$ cat config.mk
export PLATFORM = sky130hd
export DESIGN_NAME = mult16_share_arb
export DESIGN_NICKNAME = d
export VERILOG_FILES = /design/src/rtl/mult16_share_arb.sv
export SDC_FILE = /design/constraint.sdc
export NUM_CORES = 1
export LEC_CHECK = 0
export ABC_CLOCK_PERIOD_IN_PS = 61100
export CAP_MARGIN = 15
export CORE_ASPECT_RATIO = 1.4
export CORE_MARGIN = 3
export CORE_UTILIZATION = 55
export CTS_CLUSTER_DIAMETER = 60
export DETAILED_ROUTE_END_ITERATION = 12
export GPL_TIMING_DRIVEN = 0
export HOLD_SLACK_MARGIN = 0.05
export PLACE_DENSITY = 0.78
export SLEW_MARGIN = 20
export SYNTH_ARGS = -nofsm -noshare
export SYNTH_HDL_FRONTEND = slang
export SYNTH_SLANG_ARGS = --single-unit
$ cat constraint.sdc
create_clock -name clk -period 61.1 [get_ports clk]
set_input_delay 12.22 -clock clk [delete_from_list [all_inputs] [get_ports clk]]
set_output_delay 12.22 -clock clk [all_outputs]
set_load 0.05 [all_outputs]
$ cat src/rtl/mult16_share_arb.sv
// mult16_share_arb -- round-robin arbiter that shares one unsigned 16x16
// array multiplier among NREQ beamforming channel requesters.
//
// Each requester offers an operand pair under valid/ready. One requester is
// granted per cycle (round-robin from ptr). Its operands drive the shared
// mult16_array. The 32-bit product is registered together with the
// requester index.
//
// Optional feature: define MULT16_ARB_PIPE_EN to insert an operand register
// stage between the grant mux and the multiplier. This makes the latency 2
// and keeps full throughput.
//
// Parameters:
//   NREQ  number of requesters (2..8)
//   IDW   requester id width, 2**IDW >= NREQ
// Ports:
//   clk        clock, rising edge
//   rst        asynchronous active-high reset
//   req_valid  per-requester operand valid              [NREQ]
//   req_ready  per-requester accept, one-hot or zero    [NREQ]
//   req_a      multiplicands, requester i at [16i+15:16i]
//   req_b      multipliers, same packing
//   res_valid  result valid
//   res_ready  downstream accept
//   res_data   unsigned product a*b                     [32]
//   res_id     index of the issuing requester           [IDW]
//   busy       an accepted operation is not yet retired
//   op_count   retired product count, wraps             [16]

// Unsigned 16x16 array multiplier: sum of shifted partial products.
module mult16_array (
  input  logic [15:0] a,
  input  logic [15:0] b,
  output logic [31:0] p
);
  always_comb begin
    // NOTE: every variable written in always_comb gets a default first, so no path can infer a latch.
    p = '0;
    for (int i = 0; i < 16; i++) begin
      if (b[i]) p = p + ({16'h0000, a} << i);
    end
  end
endmodule

module mult16_share_arb #(
  parameter int NREQ = 4,
  parameter int IDW  = 2
) (
  input  logic                 clk,
  input  logic                 rst,
  input  logic [NREQ-1:0]      req_valid,
  output logic [NREQ-1:0]      req_ready,
  input  logic [16*NREQ-1:0]   req_a,
  input  logic [16*NREQ-1:0]   req_b,
  output logic                 res_valid,
  input  logic                 res_ready,
  output logic [31:0]          res_data,
  output logic [IDW-1:0]       res_id,
  output logic                 busy,
  output logic [15:0]          op_count
);

  logic [IDW-1:0] ptr;
  logic [IDW-1:0] grant;
  logic           any_valid;
  logic           adv;        // the grant stage may accept an operand
  logic           res_adv;    // the result register may load
  logic           xfer;       // operand transfer this cycle
  logic           src_valid;  // valid feeding the result register
  logic [15:0]    mux_a, mux_b;
  logic [15:0]    mult_a, mult_b;
  logic [IDW-1:0] mult_id;
  logic [31:0]    product;

  // Round-robin scan from ptr upward. The loop runs high to low so that the
  // requester closest to ptr is the last one written, and so it wins.
  always_comb begin
    grant     = '0;
    any_valid = 1'b0;
    for (int k = NREQ - 1; k >= 0; k--) begin
      for (int i = 0; i < NREQ; i++) begin
        if (req_valid[i] && (((int'(ptr) + k) % NREQ) == i)) begin
          grant     = IDW'(i);
          any_valid = 1'b1;
        end
      end
    end
  end

  always_comb begin
    mux_a = '0;
    mux_b = '0;
    for (int i = 0; i < NREQ; i++) begin
      if (grant == IDW'(i)) begin
        mux_a = req_a[16*i +: 16];
        mux_b = req_b[16*i +: 16];
      end
    end
  end

  // Nothing is accepted while reset is held. Operands offered during reset
  // would be discarded anyway.
  assign xfer      = any_valid && adv && !rst;
  assign req_ready = xfer ? (NREQ'(1) << grant) : '0;
  assign res_adv   = !res_valid || res_ready;

`ifdef MULT16_ARB_PIPE_EN
  logic           stage_valid;
  logic [15:0]    stage_a, stage_b;
  logic [IDW-1:0] stage_id;

  // The operand stage can take new data when it is empty or is draining
  // into the result register in this cycle.
  assign adv = !stage_valid || res_adv;

  always_ff @(posedge clk or posedge rst) begin
    if (rst) begin
      stage_valid <= 1'b0;
      stage_a     <= '0;
      stage_b     <= '0;
      stage_id    <= '0;
    end else if (adv) begin
      stage_valid <= xfer;
      if (xfer) begin
        stage_a  <= mux_a;
        stage_b  <= mux_b;
        stage_id <= grant;
      end
    end
  end

  assign mult_a    = stage_a;
  assign mult_b    = stage_b;
  assign mult_id   = stage_id;
  assign src_valid = stage_valid;
  assign busy      = res_valid || stage_valid;
`else
  assign adv       = res_adv;
  assign mult_a    = mux_a;
  assign mult_b    = mux_b;
  assign mult_id   = grant;
  assign src_valid = xfer;
  assign busy      = res_valid;
`endif

  mult16_array u_mult (
    .a (mult_a),
    .b (mult_b),
    .p (product)
  );

  always_ff @(posedge clk or posedge rst) begin
    if (rst) begin
      // NOTE: sequential state uses non-blocking assignments only, so every register samples pre-edge values.
      ptr <= '0;
    end else if (xfer) begin
      ptr <= (int'(grant) == NREQ - 1) ? '0 : grant + IDW'(1);
    end
  end

  // If a retire and a load happen in the same edge, the new result
  // overwrites the old one and res_valid stays high, so there is no bubble.
  always_ff @(posedge clk or posedge rst) begin
    if (rst) begin
      // NOTE: the result datapath is reset as well because res_data/res_id have defined reset values.
      res_valid <= 1'b0;
      res_data  <= '0;
      res_id    <= '0;
      op_count  <= '0;
    end else begin
      if (res_adv) begin
        res_valid <= src_valid;
        if (src_valid) begin
          res_data <= product;
          res_id   <= mult_id;
        end
      end
      if (res_valid && res_ready) op_count <= op_count + 16'd1;
    end
  end

endmodule

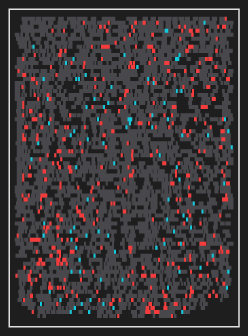
**Above:** run 1 (selected gate families).
legend:
  red:
    family: NAND gates
    cells: 376
    most_used: nand2_1
    where: spread over the die
  cyan:
    family: inverters
    cells: 96
    most_used: inv_1
    where: spread over the die
combinational share of cell area: 75.8%
Commonest Layout Cell: nor2_1
Post-Layout Cell Count: 3006

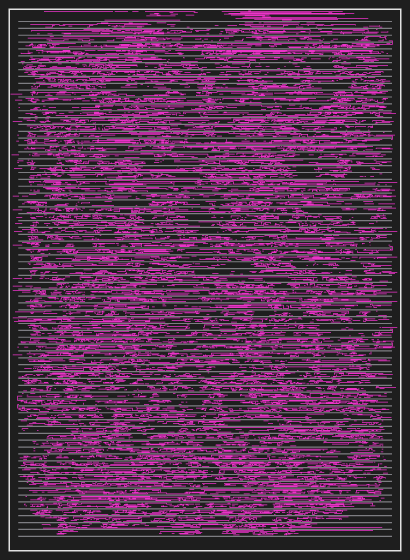
**Above:** run 1 (signal wires on met1).
Supply wires on this layer in grey.
longest straight run: 85.1 µm
nets with wire on the layer: 2867
share of all routed wire: 39%
main direction: horizontal
GRT met1 Usage: 43.9%
DRT Wirelength: 65.4 mm
via count: 19700

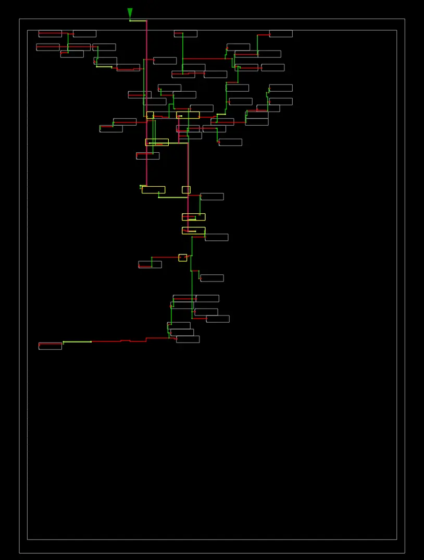
**Above:** run 1 (the clock network).
latest clock arrival within the worst-skew pair: 0.30 ns
# clk buffers: 5
clock sinks: 53

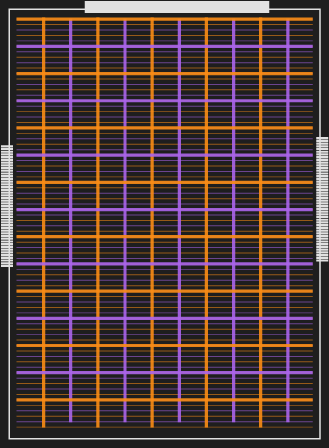
**Above:** run 1 (supply network).
Pins as bars on the die edge.
legend:
  purple:
    net: VDD
  orange:
    net: VSS
met5 straps: 15
met1 rails: 76
rows: 75
core area: 30200 µm²

==> flow_summary_export.csv, run 1 <==
group,metric,value,unit
run_status,status,"finished clean",
worst_setup_path,crit_buf_inv,13,
job,cap_violations,0,
clocking,cts-root-buf,"clkbuf_16",
global_routing,grt_max_degree,55,
logic_synthesis,ys_area,17000,µm²
final_timing,finalCritPeriodShare,64.9,%
logic_synthesis,yosysTopAreaCell,"ha_1",
worst_setup_path,path_depth,115,
worst_setup_path,endpoint,"res_data[31]",
worst_setup_path,cp_top_family,"AND-OR/OR-AND gates",
route,wl_met2,31.4,mm
worst_setup_path,critPathLaunch,"req_valid[0]",
final_timing,relSlewSlack,24.8,%
route,ant_nets,0,
logic_synthesis,synthTopCellsByArea,"ha_1 (18%), dfrtp_1 (7.8%), a21oi_1 (7.7%)",
logic_synthesis,ys.flop_type,"dfrtp_1",
hold_path,min_path_type,"reg -> reg",
final_timing,slew_viol_final,0,
worst_setup_path,crit_path_top_delay_cell,"clkbuf_1",
logic_synthesis,yosysCellCount,2412,
logic_synthesis,syn-cell-area,17000,µm²
worst_setup_path,cp_max_fo,16,
global_routing,grt_antenna_before_repair,1,
layout,fin_nets,3015,
final_timing,hold_violations,0,
clocking,clockBufferDepth,2,
worst_setup_path,r2r_end,"res_data[31]",
floorplanning,ios,191,
clocking,cts_post_setup_buffers_inserted,0,
logic_synthesis,edf_count,0,
route,top_layer,"met4",
worst_setup_path,r2r_slack,33.36,ns
clocking,htreeDepth,2,
global_routing,first_global_vias,19000,
route,met1_length,25.4,mm
route,route.met3.wl,4.21,mm
global_routing,grt_usage,37.4,%
clocking,clk_pin_slew,0.08,ns
logic_synthesis,synth_area_per_cell,7.05,µm²
[run 1: synthesized netlist by cell type (all sizes together) (12+ instances only)]
| cell | count |
|---|---|
| a211o | 12 |
| a211oi | 36 |
| a21o | 97 |
| a21oi | 268 |
| a221o | 13 |
| a221oi | 14 |
| a31oi | 27 |
| and2 | 24 |
| and3 | 14 |
| buf | 32 |
| clkbuf | 50 |
| dfrtp | 53 |
| fa | 14 |
| ha | 246 |
| inv | 95 |
| mux2 | 26 |
| mux2i | 17 |
| nand2 | 264 |
| nand2b | 30 |
| nand3 | 44 |
| nand3b | 20 |
| nand4 | 16 |
| nor2 | 276 |
| nor2b | 21 |
| nor3 | 54 |
| o211ai | 17 |
| o21a | 53 |
| o21ai | 181 |
| o21bai | 26 |
| o31ai | 17 |
| or3 | 15 |
| xnor2 | 107 |
| xor2 | 83 |
[run 1: flip-flops by register name, summed over array words and instances, names as in the netlist]
| name | cells |
|---|---|
| busy | 1 |
| op_count | 16 |
| ptr | 2 |
| res_data | 32 |
| res_id | 2 |
[run 1: final cells by class]
class,instances,area [µm²],area share (%)
well taps,385,482,2.43
repair buffers,201,2120,10.7
plain buffers,82,355,1.79
clock inverters,3,25.0,0.126
clock buffers,5,125,0.630
multi-input cells,2181,15100,75.8
inverters,96,368,1.85
flip-flops and latches,53,1330,6.68
[run 1: logic make-up (layout without fill, tap and decap cells)]
logic type	after synthesis	in the layout	synth area share, %
AND/OR/NAND/NOR	812	812	21.6
adder cells (fa/ha/maj)	261	261	19.8
buffers and inverters	178	387	4.24
AND-OR/OR-AND	875	875	34.0
multiplexers	43	43	2.75
XOR/XNOR	190	190	9.79
flip-flops	53	53	7.80
[run 1: routing by layer]
metal  up-vias  track usage [%]
met3       277             3.92
met5         -                0
li1       9305                -
met2       857             65.6
met4         0             21.4
met1      9270             43.9
[run 1: worst min-delay path by stage]
stage,startpoint,end,slack (ns),cells after the start
global route,op_count[15],op_count[15],0.52,1
finish,op_count[15],op_count[15],0.48,1
floorplan,ptr[0],ptr[0],0.54,2
detailed placement,op_count[15],op_count[15],0.46,1
CTS,op_count[15],op_count[15],0.48,1
global placement,op_count[15],op_count[15],0.46,1
[run 1: per-stage QoR]
stage                     hold WS (ns)  cells  instance area, µm²  util (%)  setup slack (ns)
after global routing             0.516   3006               19900      65.7             19.92
after CTS                        0.477   3006               19900      65.7             22.11
after floorplan                  0.542   2412               17000         -             26.86
after detailed placement         0.464   2998               19700      65.2             21.89
after global placement           0.461   2987               19400      64.1             21.48
final                            0.478   3006               19900      65.7             21.46
## Run 2: what changed since run 1
--- a/config.mk
+++ b/config.mk
@@ -5,7 +5,7 @@
 export SDC_FILE = /design/constraint.sdc
 export NUM_CORES = 1
 export LEC_CHECK = 0
-export ABC_CLOCK_PERIOD_IN_PS = 61100
+export ABC_CLOCK_PERIOD_IN_PS = 40600
 export CAP_MARGIN = 15
 export CORE_ASPECT_RATIO = 1.4
 export CORE_MARGIN = 3
==> constraint.sdc (replaced) <==
create_clock -name clk -period 40.6 [get_ports clk]
set_input_delay 8.12 -clock clk [delete_from_list [all_inputs] [get_ports clk]]
set_output_delay 8.12 -clock clk [all_outputs]
set_load 0.05 [all_outputs]
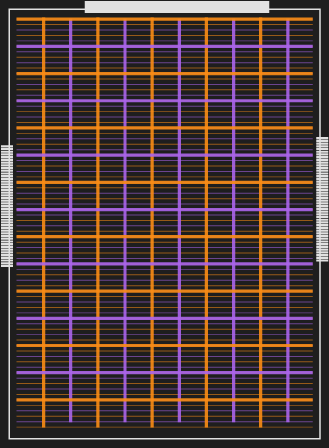
**Above:** run 2 (supply network).
Pins as bars on the die edge.
legend:
  orange:
    net: VSS
  purple:
    net: VDD
met4 straps: 10
met5 straps: 15
rows: 75
met1 rails: 76
Die Y: 214 µm
Die Width: 155 µm

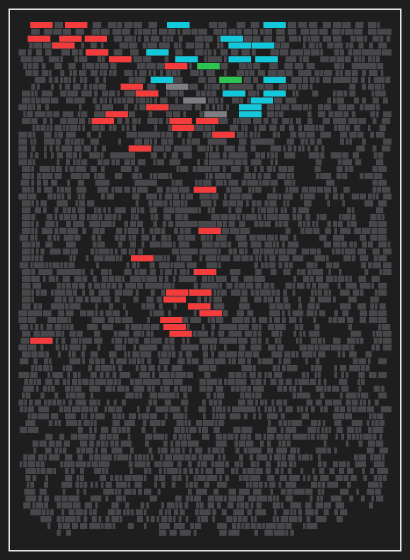
**Above:** run 2 (sequential cells coloured by netlist name).
Other sequential cells in the stronger grey, the rest of the logic in the fainter grey.
legend:
  cyan:
    netlist_name: op_count
    sequential_cells: 16
  red:
    netlist_name: res_data
    sequential_cells: 32
  green:
    netlist_name: res_id
    sequential_cells: 2
not coloured: 3
flip-flop and latch area: 1330 µm²
Layout Utilization: 65.7%
Seq/total area: 6.68%

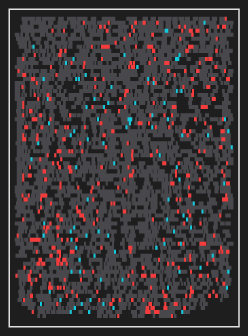
**Above:** run 2 (selected gate families).
legend:
  cyan:
    family: inverters
    cells: 96
    most_used: inv_1
    where: spread over the die
  red:
    family: NAND gates
    cells: 376
    most_used: nand2_1
    where: spread over the die

==> run 2 against run 1 <==
Clock skew unchanged. Non-clock buffer count unchanged. Wire length stayed put. Global-route usage is the same. Count of clock-buffer cells in the layout is the same. Largest cell class unchanged.
==> flow_summary_export.csv, run 2 <==
group,metric,value,unit
hold_path,hold_path_depth,1,
final_timing,relSlewSlack,24.8,%
global_routing,first_global_vias,19000,
layout,largest_register,"res_data",
worst_setup_path,cp_max_fo,16,
logic_synthesis,ys_top_cells_by_count,"nor2_1 (276), a21oi_1 (263), nand2_1 (263)",
worst_setup_path,crit_path_top_delay_cell,"clkbuf_1",
clocking,htreeDepth,2,
worst_setup_path,r2r_slack,12.86,ns
layout,layout_top_cell,"nor2_1",
placement,preCtsSetupSlack,5.49,ns
run_status,status,"finished clean",
logic_synthesis,yosysCellCount,2412,
final_timing,whs,0.478,ns
layout,top_regs,"res_data (32), op_count (16)",
final_timing,hold_violations,0,
floorplanning,core_area,30200,µm²
floorplanning,ios,191,
layout,largest_register_ffs,32,
logic_synthesis,ys.flop_type,"dfrtp_1",
hold_path,whs_endpoint,"op_count[15]",
layout,fin_nets,3015,
logic_synthesis,post-synth-top-count-cell,"nor2_1",
logic_synthesis,edf_count,0,
global_routing,grt_usage,37.4,%
logic_synthesis,syn-cell-area,17000,µm²
final_timing,slew_viol_final,0,
-- run 2: metal layers --
layer	vias to the layer above	part of all wire (%)	GRT usage [%]	wire (µm)
li1	9305	-	-	-
met3	277	6.4	3.92	4210
met4	0	6.6	21.4	4330
met1	9270	39	43.9	25400
met5	-	0	0	0
met2	857	48	65.6	31400
-- run 2: critical path, delay by kind of cell --
| kind | cells | cell delay, ns |
|---|---|---|
| AOI/OAI and AO/OA | 49 | 11.68 |
| adders and majority gates | 16 | 5.69 |
| muxes | 4 | 0.84 |
| buffers and inverters | 13 | 4.09 |
| and+or+nand+nor | 23 | 3.61 |
| xor gates and xnor gates | 10 | 1.61 |
-- run 2: cell families (layout without fill, tap and decap cells) --
kind of cell	Yosys count	after routing	synth area share, %
fa+ha+maj	261	261	19.8
buf+inv	178	387	4.24
compound gates	875	875	34.0
simple gates	812	812	21.6
xor+xnor	190	190	9.79
flops	53	53	7.80
mux	43	43	2.75
-- run 2: worst max-delay path by stage --
stage	startpoint	endpoint	cells past startpoint
finish	req_valid[0]	res_data[31]	115
global route	req_valid[0]	res_data[31]	115
CTS	req_valid[0]	res_data[31]	115
detailed placement	req_valid[0]	res_data[31]	114
global placement	req_valid[0]	res_data[31]	110
floorplan	req_valid[2]	res_data[31]	117
-- run 2: layout make-up --
type	count	area share, %
clock inverter	3	0.126
multi-input combinational	2181	75.8
clock buffer	5	0.630
inverter	96	1.85
timing repair buffer	201	10.7
buffer	82	1.79
sequential	53	6.68
tap	385	2.43
-- run 2: metrics by stage --
stage	cell area (µm²)	util [%]	std cells
finish	19900	65.7	3006
global route	19900	65.7	3006
CTS	19900	65.7	3006
detailed placement	19700	65.2	2998
global placement	19400	64.1	2987
floorplan	17000	-	2412
## Run 3: what changed since run 2
--- a/config.mk
+++ b/config.mk
@@ -5,7 +5,7 @@
 export SDC_FILE = /design/constraint.sdc
 export NUM_CORES = 1
 export LEC_CHECK = 0
-export ABC_CLOCK_PERIOD_IN_PS = 40600
+export ABC_CLOCK_PERIOD_IN_PS = 34000
 export CAP_MARGIN = 15
 export CORE_ASPECT_RATIO = 1.4
 export CORE_MARGIN = 3
@@ -14,7 +14,7 @@
 export DETAILED_ROUTE_END_ITERATION = 12
 export GPL_TIMING_DRIVEN = 0
 export HOLD_SLACK_MARGIN = 0.05
-export PLACE_DENSITY = 0.78
+export PLACE_DENSITY = 0.87
 export SLEW_MARGIN = 20
 export SYNTH_ARGS = -nofsm -noshare
 export SYNTH_HDL_FRONTEND = slang
==> constraint.sdc (replaced) <==
create_clock -name clk -period 34 [get_ports clk]
set_input_delay 6.8 -clock clk [delete_from_list [all_inputs] [get_ports clk]]
set_output_delay 6.8 -clock clk [all_outputs]
set_load 0.05 [all_outputs]
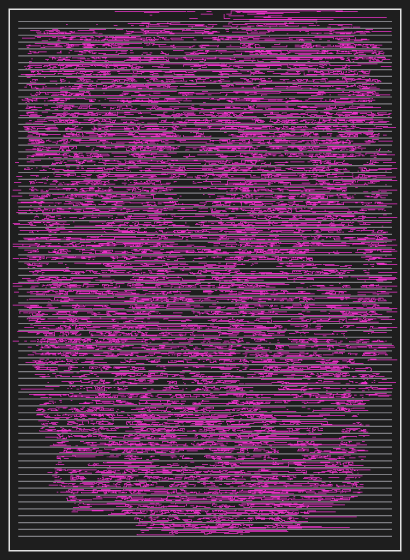
**Above:** run 3 (signal wires on met1).
Supply wires on this layer in grey.
main direction: horizontal
wire length on this layer: 25.4 mm
GRT met1 Usage: 43.3%
DRT Wirelength: 65.5 mm
via count: 19900

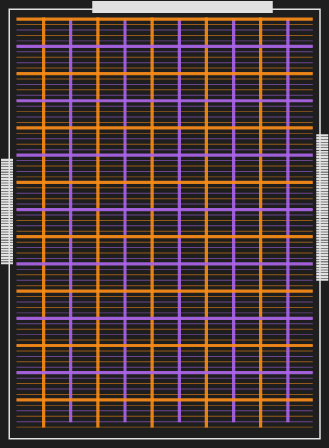
**Above:** run 3 (supply network).
Pins as bars on the die edge.

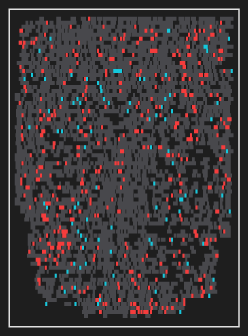
**Above:** run 3 (selected gate families).
legend:
  cyan:
    family: inverters
    cells: 96
    most_used: inv_1
    where: spread over the die
  red:
    family: NAND gates
    cells: 376
    most_used: nand2_1
    where: spread over the die
combinational share of cell area: 75.9%

==> run 3 against run 2 <==
Flip-flop count did not move. Non-clock buffer count unchanged. Critical path depth is 3 higher. Setup slack worse by 3.6 ns. Critical path type unchanged.
==> flow_summary_export.csv, run 3 <==
group,metric,value,unit
run_status,status,"finished clean",
worst_setup_path,r2r_end,"res_data[31]",
logic_synthesis,synthTopCellsByArea,"ha_1 (18%), dfrtp_1 (7.8%), a21oi_1 (7.7%)",
clocking,clk_latency,0.31,ns
logic_synthesis,syn-cell-area,17000,µm²
floorplanning,core_area,30200,µm²
layout,layout_top_cell,"nor2_1",
worst_setup_path,path_depth,118,
placement,placed_cells,2997,
floorplanning,die_w,155,µm
global_routing,use_met3,4.43,%
layout,largest_register_ffs,32,
layout,stdcell_count,3006,
clocking,clock-sinks,53,
clocking,clockBufferDepth,2,
logic_synthesis,post-synth-top-count-cell,"nor2_1",
global_routing,grt_max_degree,55,
final_timing,slew_viol_final,0,
final_timing,relSlewSlack,25.1,%
layout,fin_nets,3015,
layout,top_regs,"res_data (32), op_count (16)",
layout,largest_register,"res_data",
worst_setup_path,cp_top_family,"AND-OR/OR-AND gates",
global_routing,grt_antenna_before_repair,1,
logic_synthesis,synth_area_per_cell,7.05,µm²
logic_synthesis,edf_count,0,
clocking,clk_pin_slew,0.09,ns
floorplanning,die_h,214,µm
route,ant_nets,0,
final_timing,hold_violations,0,
logic_synthesis,yosysCellCount,2412,
-- run 3: layout make-up --
type	instances	area [µm²]
clock buffer	5	125
timing repair buffer	202	2110
multi-input combinational	2181	15100
tap	385	482
buffer	81	354
sequential	53	1330
inverter	96	372
clock inverter	3	22.5
fill	2724	10400
-- run 3: cells by family (layout without fill, tap and decap cells) --
logic type | Yosys count | after routing | synth area share (%)
adders and majority gates | 261 | 261 | 19.8
AOI/OAI and AO/OA | 875 | 875 | 34.0
DFF | 53 | 53 | 7.80
and+or+nand+nor | 812 | 812 | 21.6
buffers and inverters | 178 | 387 | 4.24
muxes | 43 | 43 | 2.75
xor gates and xnor gates | 190 | 190 | 9.79
-- run 3: what timing repair did --
item	in CTS	in global routing
resized	0	7
setup endpoints to repair	0	6
setup buffers	0	2
-- run 3: per-layer routing --
layer | vias to the layer above | wire (µm)
met2 | 969 | 31900
met3 | 284 | 4180
li1 | 9284 | -
met5 | - | 13
met1 | 9367 | 25400
met4 | 2 | 4100
-- run 3: worst reg2reg max path, delay by kind of cell, from the launching register on --
kind | cells | cell delay, ns
and+or+nand+nor | 27 | 4.00
DFF | 1 | 0.46
buffers and inverters | 11 | 2.01
AOI/OAI and AO/OA | 49 | 11.18
muxes | 3 | 0.76
xor gates and xnor gates | 12 | 2.02
adders and majority gates | 16 | 5.32
-- run 3: per-stage QoR --
step / instance area, µm² / worst slack, ns
floorplan: 17000 / 5.18
global placement: 19400 / 0.113
detailed placement: 19700 / 0.519
CTS: 19800 / 0.789
global route: 19900 / 0.0196
finish: 19900 / 1.50
-- run 3: worst min-delay path by stage --
| stage | start | to | slack (ns) | depth (start not counted) |
|---|---|---|---|---|
| detailed placement | res_data[2] | res_data[2] | 0.47 | 2 |
| global route | op_count[15] | op_count[15] | 0.52 | 1 |
| floorplan | ptr[0] | ptr[0] | 0.54 | 2 |
| finish | op_count[15] | op_count[15] | 0.49 | 1 |
| CTS | op_count[15] | op_count[15] | 0.49 | 1 |
| global placement | op_count[15] | op_count[15] | 0.46 | 1 |
